===== src/rtl/hazard_redirect_ctrl.sv =====
// EX/ID hazard and redirect control: resolves branch/jump redirects in EX, detects load-use
// stalls against the ID consumer, tracks the post-redirect shadow and keeps event counters.
module hazard_redirect_ctrl #(
    parameter int unsigned SHADOW_CYCLES = 1,
    parameter int unsigned STALL_MAX     = 1,
    parameter int unsigned CNT_W         = 32
) (
    input  logic             clk,
    input  logic             rst,
    input  logic             ID_valid,
    input  logic [4:0]       ID_rs1,
    input  logic [4:0]       ID_rs2,
    input  logic             ID_use_rs1,
    input  logic             ID_use_rs2,
    input  logic             EX_valid,
    input  logic [4:0]       EX_rd,
    input  logic             EX_MemRead,
    input  logic             EX_branch,
    input  logic             EX_br_taken,
    input  logic             EX_jump,
    input  logic             cnt_clr,
    output logic [1:0]       EX_PCSel,
    output logic             stall,
    output logic             in_shadow,
    output logic [CNT_W-1:0] cnt_redirect,
    output logic [CNT_W-1:0] cnt_stall,
    output logic             stall_err
);

    localparam logic [1:0] ShadowInit = 2'(SHADOW_CYCLES);
    localparam logic [3:0] StallMaxW  = 4'(STALL_MAX);
    localparam logic [1:0] SelSeq     = 2'b00;
    localparam logic [1:0] SelBranch  = 2'b01;
    localparam logic [1:0] SelJump    = 2'b10;

    typedef enum logic {StIdle, StShadow} shadow_state_e;

    shadow_state_e    state_q;
    logic [1:0]       shadow_cnt_q;
    logic             in_shadow_q;
    logic [3:0]       stall_run_q;
    logic [CNT_W-1:0] cnt_redirect_q;
    logic [CNT_W-1:0] cnt_stall_q;
    logic             stall_err_q;

    logic ex_live;
    logic id_live;
    logic rs1_match;
    logic rs2_match;
    logic hz;
    logic redirect;

    always_comb begin
        ex_live   = EX_valid & ~in_shadow_q;
        id_live   = ID_valid & ~in_shadow_q;
        EX_PCSel  = SelSeq;
        if (ex_live && EX_jump) begin
            EX_PCSel = SelJump;
        end else if (ex_live && EX_branch && EX_br_taken) begin
            EX_PCSel = SelBranch;
        end
        redirect  = (EX_PCSel != SelSeq);
        rs1_match = ID_use_rs1 & (ID_rs1 == EX_rd);
        rs2_match = ID_use_rs2 & (ID_rs2 == EX_rd);
        hz        = ex_live & EX_MemRead & (EX_rd != 5'd0) & id_live & (rs1_match | rs2_match);
        // A redirect flushes the consumer anyway, so it suppresses the stall.
        stall     = hz & ~redirect;
    end

    // Shadow FSM: while counting down, EX/ID contents are wrong-path bubbles.
    always_ff @(posedge clk or posedge rst) begin
        if (rst) begin
            state_q      <= StIdle;
            shadow_cnt_q <= 2'd0;
            in_shadow_q  <= 1'b0;
        end else begin
            case (state_q)
                StIdle: begin
                    if (redirect) begin
                        state_q      <= StShadow;
                        shadow_cnt_q <= ShadowInit;
                        in_shadow_q  <= 1'b1;
                    end
                end
                StShadow: begin
                    shadow_cnt_q <= shadow_cnt_q - 2'd1;
                    if (shadow_cnt_q == 2'd1) begin
                        state_q     <= StIdle;
                        in_shadow_q <= 1'b0;
                    end
                end
            endcase
        end
    end

    always_ff @(posedge clk or posedge rst) begin
        if (rst) begin
            stall_run_q    <= 4'd0;
            cnt_redirect_q <= '0;
            cnt_stall_q    <= '0;
            stall_err_q    <= 1'b0;
        end else begin
            if (!stall) begin
                stall_run_q <= 4'd0;
            end else if (stall_run_q != 4'd15) begin
                stall_run_q <= stall_run_q + 4'd1;
            end

            if (cnt_clr) begin
                cnt_redirect_q <= '0;
                cnt_stall_q    <= '0;
                stall_err_q    <= 1'b0;
            end else begin
                if (redirect) begin
                    cnt_redirect_q <= cnt_redirect_q + CNT_W'(1);
                end
                if (stall) begin
                    cnt_stall_q <= cnt_stall_q + CNT_W'(1);
                end
                // Run about to exceed the limit on this edge.
                if (stall && (stall_run_q >= StallMaxW)) begin
                    stall_err_q <= 1'b1;
                end
            end
        end
    end

    assign in_shadow    = in_shadow_q;
    assign cnt_redirect = cnt_redirect_q;
    assign cnt_stall    = cnt_stall_q;
    assign stall_err    = stall_err_q;

endmodule


===== config.mk =====
export PLATFORM = sky130hd
export DESIGN_NAME = hazard_redirect_ctrl
export DESIGN_NICKNAME = d
export VERILOG_FILES = /design/src/rtl/hazard_redirect_ctrl.sv
export SDC_FILE = /design/constraint.sdc
export NUM_CORES = 1
export LEC_CHECK = 0
export CAP_MARGIN = 20
export CORE_UTILIZATION = 47
export CTS_BUF_LIST = sky130_fd_sc_hd__clkbuf_8
export DETAILED_ROUTE_END_ITERATION = 6
export PLACE_DENSITY = 0.79
export SETUP_SLACK_MARGIN = 0.15
export SYNTH_ARGS = -nofsm -noshare
export SYNTH_HDL_FRONTEND = slang
export SYNTH_SLANG_ARGS = --single-unit

===== constraint.sdc =====
create_clock -name clk -period 2.2 [get_ports clk]
set_input_delay 0.44 -clock clk [delete_from_list [all_inputs] [get_ports clk]]
set_output_delay 0.44 -clock clk [all_outputs]
set_load 0.05 [all_outputs]

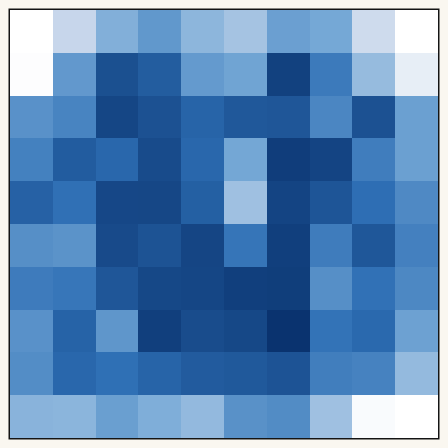
Fig. 1. Placement density heat map.
The die is cut into 10 by 10 equal tiles; white is low, dark blue is high, 0 to 100% covered.
The mean over all tiles is 66%. The fullest tile reaches 99%. 42% of the tiles are over 75% full. 4.0% of the tiles are nearly empty.
initial standard-cell utilization of the core: 0.494
Finished Core Util: 0.743

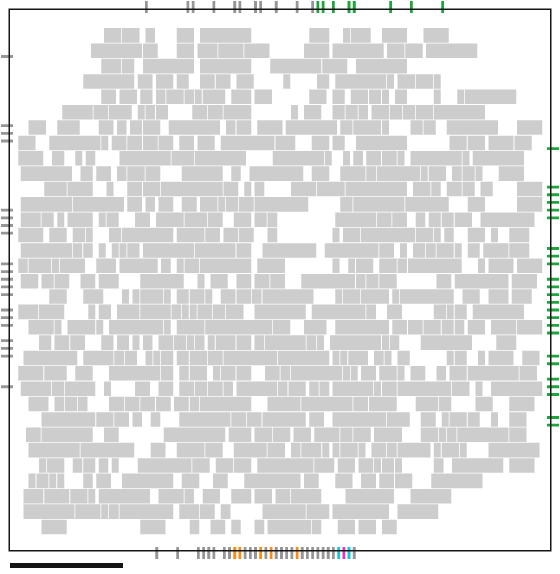
Fig. 2. Pin map.
Scale bar: 20 µm. Pins as bars across the die edge, other pins in grey.
ID_rs2: in orange, pins 5, direction input, edge bottom. cnt_redirect: in green, pins 32, direction output, edge 24 right, 8 top. EX_valid: in magenta, pins 1, direction input, edge bottom. EX_PCSel: in cyan, pins 2, direction output, edge bottom.
All pins by edge: 32 bottom, 24 right, 20 left, 19 top.
die x size: 95.6 µm
number of I/O port buffers: 94
die height: 95.6 µm

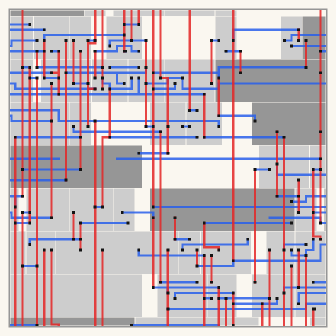
Fig. 3. Layout detail.
Region (62, 62) to (82, 82) µm. Cells in grey, sequential cells in the stronger grey; small squares are vias.
metal 1: in blue. metal 2: in red.
Most frequent: nor2_1 (6), nand4_1 (5), dfrtp_1 (4). Netlist names of flops here include cnt_redirect (4). 34 logic cells have their middle in the window. Sequential cells in the window: 4.

==> impl_table.tex <==
% Generated from flow reports
\begin{tabular}{lr}
\hline
Metric & Value \\
\hline
\multicolumn{2}{l}{\textbf{Outcome}} \\
Status & finished, final reports clean \\
\multicolumn{2}{l}{\textbf{Yosys}} \\
Cell Type Count & 43 \\
Prevailing logic family in the synthesized netlist & simple AND/OR/NAND/NOR gates \\
Most repeated cell in the gate-level netlist after synthesis & dfrtp\_1 \\
Cell types with the highest counts after synthesis & 73 x dfrtp\_1, 52 x nor2\_1, 28 x a21oi\_1 \\
XORs/XNORs by Area & 0.0829 \\
Count of library flops with an enable pin & 0 \\
Share of flip-flops with an asynchronous set or reset & 1.00 \\
Proportion of synthesized area in mux cells & 0.0240 \\
Synthesized area per cell & 9.40 µm² \\
Most area-hungry cell type in the Yosys netlist & dfrtp\_1 \\
Yosys cell count & 438 \\
Post-Synth Adder-Cell Area & 0.0182 \\
Chip area line of the yosys report & 4120 µm² \\
Post-synthesis instance total & 438 \\
Main area contributors & dfrtp\_1 44\%, xor2\_1 5.7\%, nor2\_1 4.7\%, o31ai\_1 4.0\%, or4\_1 4.0\% \\
Number of nets produced by synthesis & 470 \\
Aoi share & 0.104 \\
Yosys synthesis warning count & 0 \\
Register share after synthesis & 0.443 \\
Post-synthesis cell area & 4120 µm² \\
Leading register cell type out of synthesis & dfrtp\_1 \\
Post-synthesis share of cell area spent on and, or, nand and nor gates & 0.293 \\
\multicolumn{2}{l}{\textbf{Flow run}} \\
Number of warnings the tools reported & 31 \\
Count of maximum capacitance violations & 0 \\
\multicolumn{2}{l}{\textbf{Pwr}} \\
Combinational share of power & 0.137 \\
Comb. pwr & 432 µW \\
Power attributed to sequential cells & 1410 µW \\
Power Clock & 1320 µW \\
Clock Power Share & 0.417 \\
Switching power of the nets & 812 µW \\
Ratio of total power to cell area & 510 nW/µm² \\
Fraction of power spent switching nets & 0.257 \\
Proportion of power drawn by flip-flops and latches & 0.446 \\
PnR Total Power & 3160 µW \\
Internal power contribution & 2350 µW \\
Leakage dissipation & 0.00314 µW \\
Max power group & sequential cells \\
\multicolumn{2}{l}{\textbf{Detailed routing}} \\
Detail Route Antenna Nets & 0 \\
Total length of routed wires & 11.5 mm \\
Drt first pass iters & 4 \\
WL per Instance & 16.7 µm \\
Vias after detailed routing & 4,014 \\
Detailed-route vias per instance & 5.83 \\
Detailed Route Iter0 Violations & 190 \\
Number of DRC violations after detailed routing & 0 \\
\multicolumn{2}{l}{\textbf{Placed design}} \\
Placer Congestion & 0.891 \\
Number of placed instances, taps included & 665 \\
Dpl hpwl & 7.88 mm \\
Placement Setup Slack & -0.540 ns \\
Placed cell area & 5620 µm² \\
\multicolumn{2}{l}{\textbf{Clock network}} \\
Clock buffer count from CTS & 9 \\
CTS tree & built \\
Root Driver & clkbuf\_8 \\
Clock Latency Late Sink & 0.36 ns \\
Maximum clock path buffer count & 2 \\
Post-CTS Hold Fix Bufs & 0 \\
Number of clock sinks & 73 \\
Post-cts gate resize count & 95 \\
Post-CTS setup buffer count & 6 \\
H-tree depth & 3 \\
Clock transition at path regs & 0.08 ns \\
\multicolumn{2}{l}{\textbf{Setup path}} \\
Start point of the critical path & ID\_rs1[1] \\
Data arrival, critical path & 1.74 ns \\
Beginning of the worst register-to-register path & in\_shadow \\
Dominant delay contributor by cell family on the critical path & buffers and inverters \\
CP required & 1.76 ns \\
Worst Setup End Kind & output pin \\
Critical path's most frequent cell & buf\_8 \\
Element type at the critical path start & input port \\
Depth of the worst register-to-register path & 7 \\
Stages on the worst setup path & 8 \\
Ordered cell list for the critical path & buf\_8 > xor2\_4 > nor4\_4 > a32oi\_4 > buf\_12 > nand2b\_4 > clkinvlp\_4 > buf\_8 \\
Delay contributed by the slowest stage of the critical path & 0.32 ns \\
Max FO, Critical Path & 2 \\
Slowest CP cell & nor4\_4 \\
\multicolumn{2}{l}{\textbf{Floorplanning}} \\
Boundary Pins & 95 \\
Full die area & 9140 µm² \\
\multicolumn{2}{l}{\textbf{Timing}} \\
Worst Tran Pin Value & 0.599 ns \\
Endpoints failing setup & 0 \\
Layout Skew & 0.0150 ns \\
Tcrit/Tclk final & 0.990 \\
Final Hold Violation Tally & 0 \\
Final setup slack of the worst path & 0.0211 ns \\
Final worst path period need & 2.18 ns \\
Maximum achievable frequency & 0.459 GHz \\
Tightest slew margin relative to the limit & 0.600 \\
Unrepaired setup endpoints after global routing & true \\
Pins over their slew limit & 0 \\
Min Hold Slack & 0.485 ns \\
Setup tns final & 0 ns \\
\multicolumn{2}{l}{\textbf{Final layout}} \\
Final cell count without fillers & 689 \\
Total inserted antenna cells & 0 \\
Final net count & 611 \\
Layout cell share with drive strength beyond 1 & 0.271 \\
Most frequent cells in the layout & 51 x nor2\_1, 51 x dfrtp\_1, 44 x buf\_4, 32 x dlymetal6s2s\_1, 28 x dlygate4sd2\_1 \\
\multicolumn{2}{l}{\textbf{GRT}} \\
Number of global-route vias before repair & 3,925 \\
Number of antenna violations at the first check in global routing & 0 \\
Total grt overflow & 0 \\
Pin count of the biggest net entering global routing & 28 \\
Wire length of the first global-routing pass & 18.8 mm \\
\multicolumn{2}{l}{\textbf{Worst hold path}} \\
Class of the tightest hold or removal check & input port to async pin \\
\hline
\end{tabular}
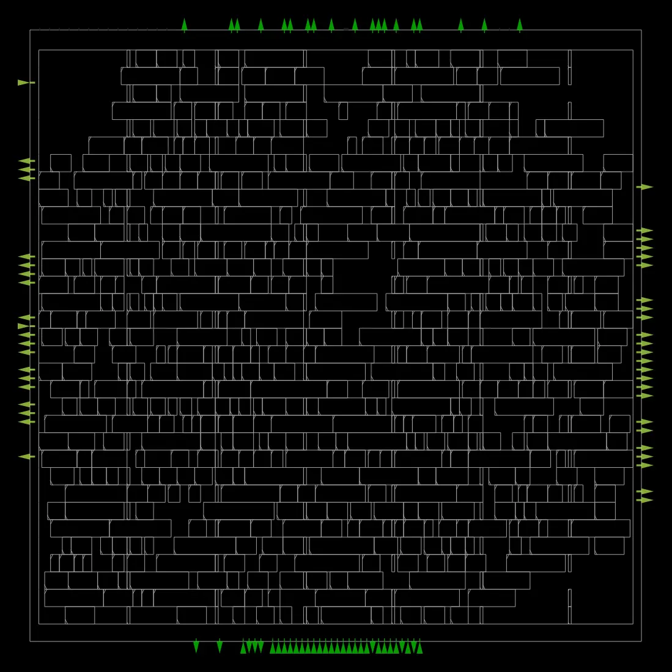
Fig. 4. Cell outlines without signal wires.
placeable core region: 8340 µm²
register fraction of the total cell area: 0.299
number of tap cells inserted: 105
number of fill cells in the layout: 576

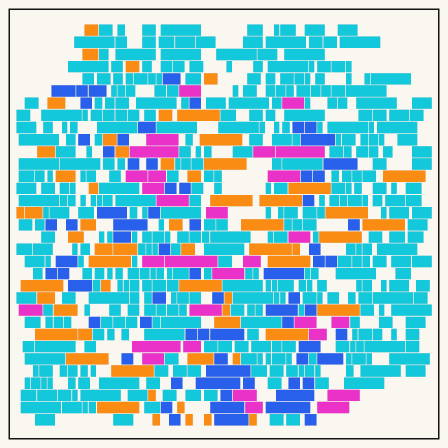
Fig. 5. Cells by drive strength.
_3 and _4 cells: in blue, cells 70, share 12%, most used buf_4. _6 and larger: in magenta, cells 29, share 5.0%, most used clkbuf_8. _0 and _1 cells: in cyan, cells 426, share 73%. _2 cells: in orange, cells 59, share 10%, most used dfrtp_2.
Non-clk bufs: 148
final cell area excluding filler cells: 6190 µm²

==> registers in the layout, indices dropped and copies added, names as in the netlist <==
signal,count
cnt_stall,32
state_q,1
in_shadow,1
stall_run_q,4
cnt_redirect,32
shadow_cnt_q,2
stall_err,1
==> final cells by class <==
class	count	area, µm²	area share
Multi-Input combinational cell	333	2430	0.392
Sequential cell	73	1850	0.299
Timing Repair Buffer	148	1480	0.238
Clock buffer	10	138	0.0222
Tap cell	105	131	0.0212
Clock inverter	6	108	0.0174
Inverter	14	60.1	0.00970
==> layer usage <==
layer | vias up | share of wire | track usage
met1 | 1957 | 0.41 | 0.334
met2 | 145 | 0.51 | 0.458
li1 | 1890 | - | -
met3 | 22 | 0.058 | 0.0526
met5 | - | 0 | 0
met4 | 0 | 0.020 | 0.0883
Power is estimated from default activity; no workload was simulated.
